==> config.mk <==
export PLATFORM = sky130hd
export DESIGN_NAME = ov7670_capture_crop_flat
export DESIGN_NICKNAME = d
export VERILOG_FILES = /design/src/rtl/ov7670_capture_crop_pkg.sv /design/src/rtl/ov7670_capture_crop_if.sv /design/src/rtl/ov7670_capture_crop_edge_detect.sv /design/src/rtl/ov7670_capture_crop.sv /design/src/flat_wrapper.sv
export SDC_FILE = /design/constraint.sdc
export NUM_CORES = 1
export LEC_CHECK = 0
export CORE_MARGIN = 2
export CORE_UTILIZATION = 30
export CTS_CLUSTER_DIAMETER = 30
export DETAILED_ROUTE_END_ITERATION = 7
export PLACE_DENSITY = 0.54
export RECOVER_POWER = 25
export SKIP_CTS_REPAIR_TIMING = 1
export SYNTH_ARGS = -nofsm -noshare
export SYNTH_HDL_FRONTEND = slang
export SYNTH_SLANG_ARGS = --single-unit
==> constraint.sdc <==
create_clock -name clk -period 2.3 [get_ports clk]
set_input_delay 0.46 -clock clk [delete_from_list [all_inputs] [get_ports clk]]
set_output_delay 0.46 -clock clk [all_outputs]
set_load 0.02 [all_outputs]
==> src/rtl/ov7670_capture_crop_pkg.sv <==
// Shared types and default geometry for the OV7670 capture/crop path.
package cam_pkg;
    typedef enum logic [1:0] {IDLE, WAIT_VS, CAPTURE} cap_state_t;
    typedef logic [15:0] rgb565_t;

    localparam int QVGA_W     = 320;
    localparam int QVGA_H     = 240;
    localparam int CROP_W_DEF = 235;
    localparam int CROP_H_DEF = 235;
    localparam int CROP_PIX   = CROP_W_DEF * CROP_H_DEF;

    function automatic rgb565_t pack_rgb565(input logic [7:0] hi, input logic [7:0] lo);
        return {hi, lo};
    endfunction
endpackage

==> src/rtl/ov7670_capture_crop_if.sv <==
// Camera byte stream in, pixel-RAM write port and frame status out.
interface ov7670_capture_crop_if #(parameter int ADDR_W = 16);
    import cam_pkg::*;

    logic              enable;
    logic              vsync;
    logic              href;
    logic [7:0]        data_in;
    rgb565_t           data_out;
    logic              write_en;
    logic [ADDR_W-1:0] addr;
    logic              frame_active;
    logic              frame_done;
    logic              line_err;
    logic [7:0]        frame_count;

    modport master (
        output enable, vsync, href, data_in,
        input  data_out, write_en, addr, frame_active, frame_done, line_err, frame_count
    );
    modport slave (
        input  enable, vsync, href, data_in,
        output data_out, write_en, addr, frame_active, frame_done, line_err, frame_count
    );
endinterface

==> src/rtl/ov7670_capture_crop_edge_detect.sv <==
// One-flop edge detector: compares the registered copy against the live input.
module edge_detect (
    input  logic clk,
    input  logic reset_n,
    input  logic i_d,
    output logic o_rise,
    output logic o_fall
);
    logic r_q;

    always_ff @(posedge clk or negedge reset_n) begin
        if (!reset_n) r_q <= 1'b0;
        else          r_q <= i_d;
    end

    assign o_rise = ~r_q & i_d;
    assign o_fall = r_q & ~i_d;
endmodule

==> src/rtl/ov7670_capture_crop.sv <==
// OV7670 RGB565 byte-pair packer with a row-major crop window into pixel RAM.
module ov7670_capture_crop
    import cam_pkg::*;
#(
    parameter int IMG_W  = QVGA_W,
    parameter int IMG_H  = QVGA_H,
    parameter int CROP_W = CROP_W_DEF,
    parameter int CROP_H = CROP_H_DEF,
    parameter int X_OFF  = 42,
    parameter int Y_OFF  = 2,
    parameter int ADDR_W = 16
) (
    input  logic clk,
    input  logic reset_n,
    ov7670_capture_crop_if.slave cam
);
    localparam int L_PIX = CROP_W * CROP_H;

    cap_state_t        r_state, w_state_nxt;
    logic [9:0]        r_col;
    logic [8:0]        r_row;
    logic [ADDR_W-1:0] r_wr_ptr, r_addr;
    logic              r_full, r_phase;
    logic [7:0]        r_hi, r_frame_count;
    rgb565_t           r_data_out;
    logic              r_write_en, r_frame_active, r_frame_done, r_line_err;
    logic              w_vs_rise, w_vs_fall, w_hr_fall, w_unused_hr_rise;
    logic              w_start, w_in_win;

    edge_detect u_vs (.clk(clk), .reset_n(reset_n), .i_d(cam.vsync),
                      .o_rise(w_vs_rise), .o_fall(w_vs_fall));
    edge_detect u_hr (.clk(clk), .reset_n(reset_n), .i_d(cam.href),
                      .o_rise(w_unused_hr_rise), .o_fall(w_hr_fall));

    assign w_start  = (r_state == WAIT_VS) && w_vs_fall && cam.enable;
    assign w_in_win = (r_col >= 10'(X_OFF)) && (r_col < 10'(X_OFF + CROP_W)) &&
                      (r_row >= 9'(Y_OFF))  && (r_row < 9'(Y_OFF + CROP_H));

    always_ff @(posedge clk or negedge reset_n) begin
        if (!reset_n) r_state <= IDLE;
        else          r_state <= w_state_nxt;
    end

    always_comb begin
        w_state_nxt = r_state;
        case (r_state)
            IDLE:    if (cam.enable) w_state_nxt = WAIT_VS;
            WAIT_VS: if (w_vs_fall)  w_state_nxt = cam.enable ? CAPTURE : IDLE;
            CAPTURE: if (w_vs_rise)  w_state_nxt = WAIT_VS;
            default: w_state_nxt = IDLE;
        endcase
    end

    always_ff @(posedge clk or negedge reset_n) begin
        if (!reset_n) begin
            r_col          <= '0;
            r_row          <= '0;
            r_wr_ptr       <= '0;
            r_addr         <= '0;
            r_full         <= 1'b0;
            r_phase        <= 1'b0;
            r_hi           <= '0;
            r_data_out     <= '0;
            r_write_en     <= 1'b0;
            r_frame_active <= 1'b0;
            r_frame_done   <= 1'b0;
            r_line_err     <= 1'b0;
            r_frame_count  <= '0;
        end else begin
            r_write_en   <= 1'b0;
            r_frame_done <= 1'b0;
            if (w_start) begin
                r_frame_active <= 1'b1;
                r_col          <= '0;
                r_row          <= '0;
                r_wr_ptr       <= '0;
                r_full         <= 1'b0;
                r_phase        <= 1'b0;
                r_line_err     <= 1'b0;
            end else if (r_state == CAPTURE) begin
                // vsync rise takes priority: a byte arriving in the same cycle is dropped
                if (w_vs_rise) begin
                    r_frame_active <= 1'b0;
                    r_frame_done   <= 1'b1;
                    r_frame_count  <= r_frame_count + 8'd1;
                    if (r_row != 9'(IMG_H)) r_line_err <= 1'b1;
                end else if (w_hr_fall) begin
                    r_row   <= r_row + 9'd1;
                    r_col   <= '0;
                    r_phase <= 1'b0;
                    if ((r_col != 10'(IMG_W)) || r_phase) r_line_err <= 1'b1;
                end else if (cam.href) begin
                    if (!r_phase) begin
                        r_hi    <= cam.data_in;
                        r_phase <= 1'b1;
                    end else begin
                        r_phase <= 1'b0;
                        r_col   <= r_col + 10'd1;
                        if (w_in_win && !r_full) begin
                            r_write_en <= 1'b1;
                            r_data_out <= pack_rgb565(r_hi, cam.data_in);
                            r_addr     <= r_wr_ptr;
                            // pointer parks on the last slot; r_full blocks further writes
                            if (r_wr_ptr == ADDR_W'(L_PIX - 1)) r_full <= 1'b1;
                            else                                r_wr_ptr <= r_wr_ptr + 1'b1;
                        end
                    end
                end
            end
        end
    end

    assign cam.data_out     = r_data_out;
    assign cam.write_en     = r_write_en;
    assign cam.addr         = r_addr;
    assign cam.frame_active = r_frame_active;
    assign cam.frame_done   = r_frame_done;
    assign cam.line_err     = r_line_err;
    assign cam.frame_count  = r_frame_count;
endmodule
==> src/flat_wrapper.sv <==
// flat-port wrapper written by rule: the top's interface ports become plain ports
module ov7670_capture_crop_flat import cam_pkg::*;
#(
    parameter int IMG_W  = QVGA_W,
    parameter int IMG_H  = QVGA_H,
    parameter int CROP_W = CROP_W_DEF,
    parameter int CROP_H = CROP_H_DEF,
    parameter int X_OFF  = 42,
    parameter int Y_OFF  = 2,
    parameter int ADDR_W = 16
)
  (clk, reset_n, cam_enable, cam_vsync, cam_href, cam_data_in, cam_data_out, cam_write_en, cam_addr, cam_frame_active, cam_frame_done, cam_line_err, cam_frame_count);
  ov7670_capture_crop_if #(.ADDR_W(ADDR_W)) cam_i ();
  input  logic clk;
  input  logic reset_n;
  input wire logic [$bits(cam_i.enable)-1:0] cam_enable;
  input wire logic [$bits(cam_i.vsync)-1:0] cam_vsync;
  input wire logic [$bits(cam_i.href)-1:0] cam_href;
  input wire logic [$bits(cam_i.data_in)-1:0] cam_data_in;
  output wire logic [$bits(cam_i.data_out)-1:0] cam_data_out;
  output wire logic [$bits(cam_i.write_en)-1:0] cam_write_en;
  output wire logic [$bits(cam_i.addr)-1:0] cam_addr;
  output wire logic [$bits(cam_i.frame_active)-1:0] cam_frame_active;
  output wire logic [$bits(cam_i.frame_done)-1:0] cam_frame_done;
  output wire logic [$bits(cam_i.line_err)-1:0] cam_line_err;
  output wire logic [$bits(cam_i.frame_count)-1:0] cam_frame_count;
  assign cam_i.enable = cam_enable;
  assign cam_i.vsync = cam_vsync;
  assign cam_i.href = cam_href;
  assign cam_i.data_in = cam_data_in;
  assign cam_data_out = cam_i.data_out;
  assign cam_write_en = cam_i.write_en;
  assign cam_addr = cam_i.addr;
  assign cam_frame_active = cam_i.frame_active;
  assign cam_frame_done = cam_i.frame_done;
  assign cam_line_err = cam_i.line_err;
  assign cam_frame_count = cam_i.frame_count;
  ov7670_capture_crop #(.IMG_W(IMG_W), .IMG_H(IMG_H), .CROP_W(CROP_W), .CROP_H(CROP_H), .X_OFF(X_OFF), .Y_OFF(Y_OFF), .ADDR_W(ADDR_W)) u_core (.clk(clk), .reset_n(reset_n), .cam(cam_i));
endmodule
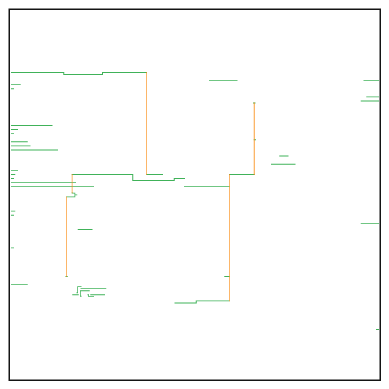
**Above:** run 1 (metal layers overlaid).
Scale: 3 px per µm. Only two layers are drawn.
Orange is metal 4, wire length 133 µm. Green is metal 3, wire length 320 µm.

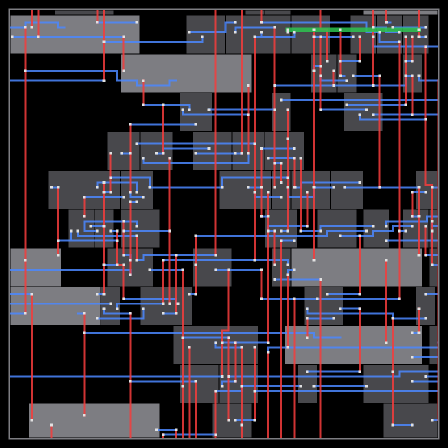
**Above:** run 1 (a small window of the routed layout).
Window x 47 to 77, y 71 to 101 µm. Cells in grey, sequential cells in the stronger grey; small squares are vias.
Green is metal 3. Blue is metal 1. Red is metal 2.
Sequential cells in the window: 6. Most frequent: buf_4 (9), o21ai_0 (5), dfrtp_1 (5). 50 logic cells have their middle in the window.

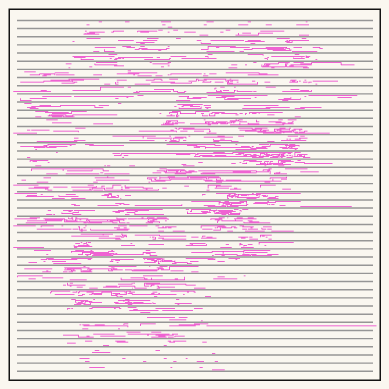
**Above:** run 1 (signal wires on met1).
Scale: 3 px per µm. Supply wires on this layer in grey.
432 nets have wire on it. The layer holds 47% of the routed length. The layer carries 4170 µm of wire. The wires run mostly horizontal. The longest straight run is 56.6 µm.

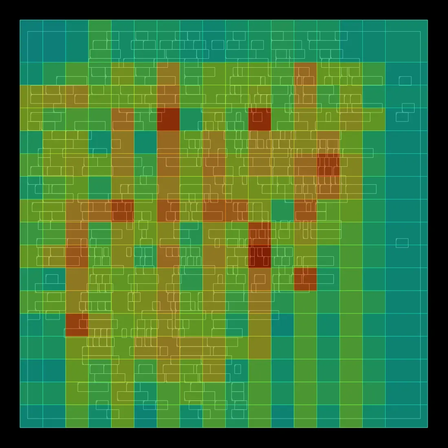
**Above:** run 1 (track usage over the die).
fin util: 39.48%
Tot GR Track Use: 12.65%
GR peak layer: met2

==> results.cfg, run 1 <==
; synthesis and place-and-route metrics
[outcome]
outcome = finished clean

[final_timing]
slew_headroom_pct = 24.48
setup_slack_ns = 0.1314
hold_slack_ns = 0.3109
period_used_pct = 94.29
final-setup-viol-count = 0
fin_skew_ns = 0.007594
min_period_ns = 2.169
tns_ns = 0
rsz0062_at_grt = yes
fmax_ghz = 0.4611
worst_pin_slew_ns = 1.133
hold_viol = 0
slew_viol_final = 0

[logic_synthesis]
synth-async-reset-ratio_pct = 100.0
top_cell_area_share_pct = 54.64
ys_types = 47
synth-edff-count = 0
synthTopCellsByArea = dfrtp_1 (55%), mux2_2 (11%), ha_1 (2.9%)
netlist_area_um2 = 4259
synth.avg_cell_area_um2 = 11.39
ys_area_um2 = 4259
ys.flops = 93
flop_cell = dfrtp_1
synthTopCellsByCount = dfrtp_1 (93), mux2_2 (41), nor2_1 (27), o21ai_0 (21), nand2_1 (20)
yosysCellCount = 374
yosysWarnings = 0
largest_area_cell = dfrtp_1
syn-num-nets = 397
synth_seq_share_pct = 54.64
synthCells = 374
most_common_cell = dfrtp_1

[grt]
grt_max_degree = 49
grt_pass1_vias = 3084
grt_overflow_total = 0
antenna_found_initial = 0
grt_pass1_wl_mm = 15.08

[critical_path]
max_stage_delay_ns = 0.44
reg2reg_slack_ns = 0.13
rr_endpoint = u_core.r_wr_ptr[10]
worstPathBufferInverterCount = 2
crit_fanout = 23
worstPathArrival_ns = 2.44
crit_path_end_kind = register
cp-startpoint = u_core.r_col[1]
crit_path_top_delay_cell = dfrtp_2
crit_cells = 9
path_cells = inv_2, ha_1, nor2b_1, o211a_1, and4bb_4, nand4_2, buf_12, or3_1, a21oi_2
crit_family = simple AND/OR/NAND/NOR gates
path_class = register to register
crit_required_ns = 2.57
setup.worst_path.end = u_core.r_wr_ptr[10]
reg2reg_depth = 9
r2r-start = u_core.r_col[1]
critPathLaunchType = register

[pwr]
p_seq_mw = 1.89
pwr-share-seq_pct = 48.4
power.leakage_nw = 2.434
p_int_mw = 2.936
switching_power_mw = 0.9594
vdd_ir_drop_max_mv = 0.3239
p_comb_mw = 0.427
powerDensity_nw_per_um2 = 710.8
maxPowerGroup = registers
p_clk_share_pct = 40.6
combPwrFrac_pct = 11.0
p_sw_share_pct = 24.63
pg_clk_mw = 1.58
total_power_mw = 3.896

[clocking]
cts_tree = done
cts_inserted_buffers = 9
root_buffer = clkbuf_16
clock-sinks = 93
insertion_delay_ns = 0.35
cts_buffer_depth = 2
h-tree-depth = 3
clk_pin_slew_worst_paths_ns = 0.07

[run]
tool_warnings = 33
maxCapViolations = 0

[placed_design]
pre_cts_slack_ns = -0.2045
dp_cells = 620
portBuffers = 56
gp_congestion = 0.8189
hpwlAfterDp_mm = 6.220
dpl_cell_area_um2 = 5170

[drt]
wirelength_mm = 8.871
route.met3.wl_um = 320
m1WireLength_mm = 4.174
postRouteAntennaNets = 0
drt_iter0_markers = 151
wl_met2_mm = 4.244
drc = 0
highest_layer = met4
avgRoutedWirePerCell_um = 13.95
firstDrtPassIters = 4
routed_via_density = 4.786
via_count = 3044

[floorplan]
fp_util_pct = 30.68
dieWidth_um = 123.2
core_um2 = 13880
die_area_um2 = 15170
die_h_um = 123.2
rows = 43
num_io_pins = 57

[final_layout]
final_area_um2 = 5480
syn_to_final_growth_pct = 28.67
fin_cells = 636
lay_top_count = dfrtp_1
antenna_cells = 0
drive_above_1_share_pct = 19.74
mostFrequentLayoutCells = dfrtp_1 (92), clkdlybuf4s50_1 (54), mux2_2 (41), nor2_1 (27), o21ai_0 (21)
layout.nets = 474

[hold_path]
min_path_cells = 1
hp-start = cam_href
hold_path.class = input port to register
hold_end = u_core.u_hr.r_q
run 1: per-layer routing:
layer,global-route usage [%],vias up
li1,-,1486
met1,16.42,1491
met2,19.99,54
met3,3.137,13
met4,5.611,0
met5,0,-
run 1: cell families (layout without fill, tap and decap cells):
logic type,count (synthesis),in the layout,synth area share [%]
xor+xnor,23,23,4.730
buf+inv,24,106,2.438
flops,93,93,54.64
simple gates,133,133,17.71
mux,41,41,10.84
fa+ha+maj,10,10,2.938
compound gates,50,50,6.698
run 1: final cells by class:
class / count / area, µm²
inverters: 13 / 48.80
flip-flops and latches: 93 / 2328
well taps: 180 / 225.2
clock inverters: 6 / 87.58
clock buffers: 10 / 229.0
fillers: 1376 / 8401
multi-input cells: 257 / 1838
repair buffers: 77 / 723.2
**Run 1: gate families picked out**

Scale: 4 px per µm.
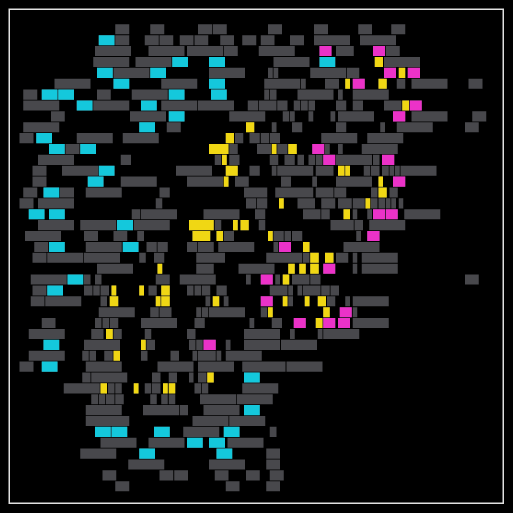

==> run 2: changes to the inputs <==
PLACE_DENSITY = 0.53   (was 0.54)
SYNTH_HIERARCHICAL = 1   (was not set)
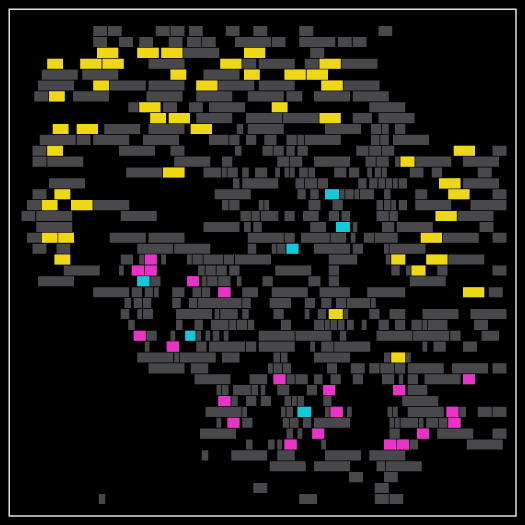
**Above:** run 2 (gate families picked out).
Scale: 4 px per µm.
Magenta is XOR/XNOR gates, cells 21, most used xnor2_1. Yellow is multiplexers, cells 45, most used mux2_4. Cyan is AND-OR and OR-AND gates, cells 6, most used a41o_1.

==> results.cfg, run 2 <==
; synthesis and place-and-route metrics
[pwr]
p_seq_mw = 1.83
p_comb_mw = 0.473
powerDensity_nw_per_um2 = 640.4
maxPowerGroup = registers
p_int_mw = 2.906
vdd_ir_drop_max_mv = 0.3162
switching_power_mw = 0.9600
power.leakage_nw = 2.744
p_clk_share_pct = 40.5
pwr-share-seq_pct = 47.3
pg_clk_mw = 1.57
p_sw_share_pct = 24.83
total_power_mw = 3.866
combPwrFrac_pct = 12.2

[critical_path]
critPathLaunchType = register
crit_path_top_delay_cell = or4b_4
reg2reg_slack_ns = -0.05
reg2reg_depth = 7
crit_path_end_kind = register
max_stage_delay_ns = 0.54
cp-startpoint = u_core/r_col[5]
worstPathArrival_ns = 2.58
crit_cells = 7
crit_family = simple AND/OR/NAND/NOR gates
worstPathBufferInverterCount = 2
r2r-start = u_core/r_col[5]
crit_fanout = 7
rr_endpoint = u_core/cam.data_out[14]
crit_required_ns = 2.54
path_cells = or4b_4, or4_4, nand4_4, nor2_4, buf_12, clkbuf_16, mux2_4
setup.worst_path.end = u_core/cam.data_out[14]
path_class = register to register

[final_timing]
hold_slack_ns = 0.2380
rsz0062_at_grt = yes
fmax_ghz = 0.4262
tns_ns = -0.5983
period_used_pct = 102.0
setup_slack_ns = -0.04656
min_period_ns = 2.347
slew_headroom_pct = 32.85
hold_viol = 0
fin_skew_ns = 0.009091
slew_viol_final = 0
worst_pin_slew_ns = 1.007
final-setup-viol-count = 19

[floorplan]
core_um2 = 14590
die_h_um = 126.3
rows = 44
die_area_um2 = 15950
fp_util_pct = 30.76
dieWidth_um = 126.3
num_io_pins = 57

[final_layout]
lay_top_count = dfrtp_1
antenna_cells = 0
final_util_pct = 41.38
final_area_um2 = 6037
syn_to_final_growth_pct = 34.51
mostFrequentLayoutCells = dfrtp_1 (92), clkdlybuf4s50_1 (53), buf_4 (41), nand2_1 (28), mux2_4 (26)
nFillCells = 1368
drive_above_1_share_pct = 24.75
layout.nets = 511
fin_cells = 677

[grt]
antenna_found_initial = 0
track_usage_pct = 13.34
grt_pass1_vias = 3240
globalRouteMet2Util_pct = 19.32
grt-busiest-layer = met2
grt_max_degree = 41
grt_pass1_wl_mm = 17.03
grt_overflow_total = 0
use_met3_pct = 3.458
grtUsageMet1_pct = 18.72

[placed_design]
portBuffers = 56
dp_cells = 652
pre_cts_slack_ns = -0.4237
hpwlAfterDp_mm = 7.041
gp_congestion = 0.8332
dpl_cell_area_um2 = 5592

[hold_path]
hold_path.class = input port to async pin

[clocking]
cts_tree = done
clk_pin_slew_worst_paths_ns = 0.06
insertion_delay_ns = 0.35
cts_inserted_buffers = 9
h-tree-depth = 3
cts_buffer_depth = 2
clock-sinks = 93
root_buffer = clkbuf_16

[drt]
via_count = 3352
wl_met2_mm = 4.870
route.met3.wl_um = 331
wirelength_mm = 10.33
drc = 0
firstDrtPassIters = 8
highest_layer = met4
postRouteAntennaNets = 0
drt_iter0_markers = 246
routed_via_density = 4.951
m1WireLength_mm = 5.043
avgRoutedWirePerCell_um = 15.26

[run]
maxCapViolations = 0
tool_warnings = 34

[logic_synthesis]
netlist_area_um2 = 4488
synth.avg_cell_area_um2 = 11.57
syn-num-nets = 411
synthCells = 388
yosysWarnings = 6

[outcome]
violations = negative setup slack
outcome = finished, violations left
[run 2: layout make-up]
| type | instances | area [µm²] | share of cell area, % |
|---|---|---|---|
| timing repair buffer | 107 | 1008 | 16.70 |
| clock buffer | 12 | 266.5 | 4.415 |
| inverter | 12 | 45.04 | 0.7461 |
| multi-input combinational | 265 | 2103 | 34.84 |
| tap | 184 | 230.2 | 3.813 |
| sequential | 93 | 2328 | 38.57 |
| clock inverter | 4 | 55.05 | 0.9119 |
[run 2: worst reg2reg max path, delay by kind of cell, from the launching register on]
| family | cells | cell delay, ns |
|---|---|---|
| buffers and inverters | 2 | 0.31 |
| DFF | 1 | 0.38 |
| and+or+nand+nor | 4 | 1.25 |
| muxes | 1 | 0.30 |
Power figures rest on the tool's default switching activity, not on a simulated workload.
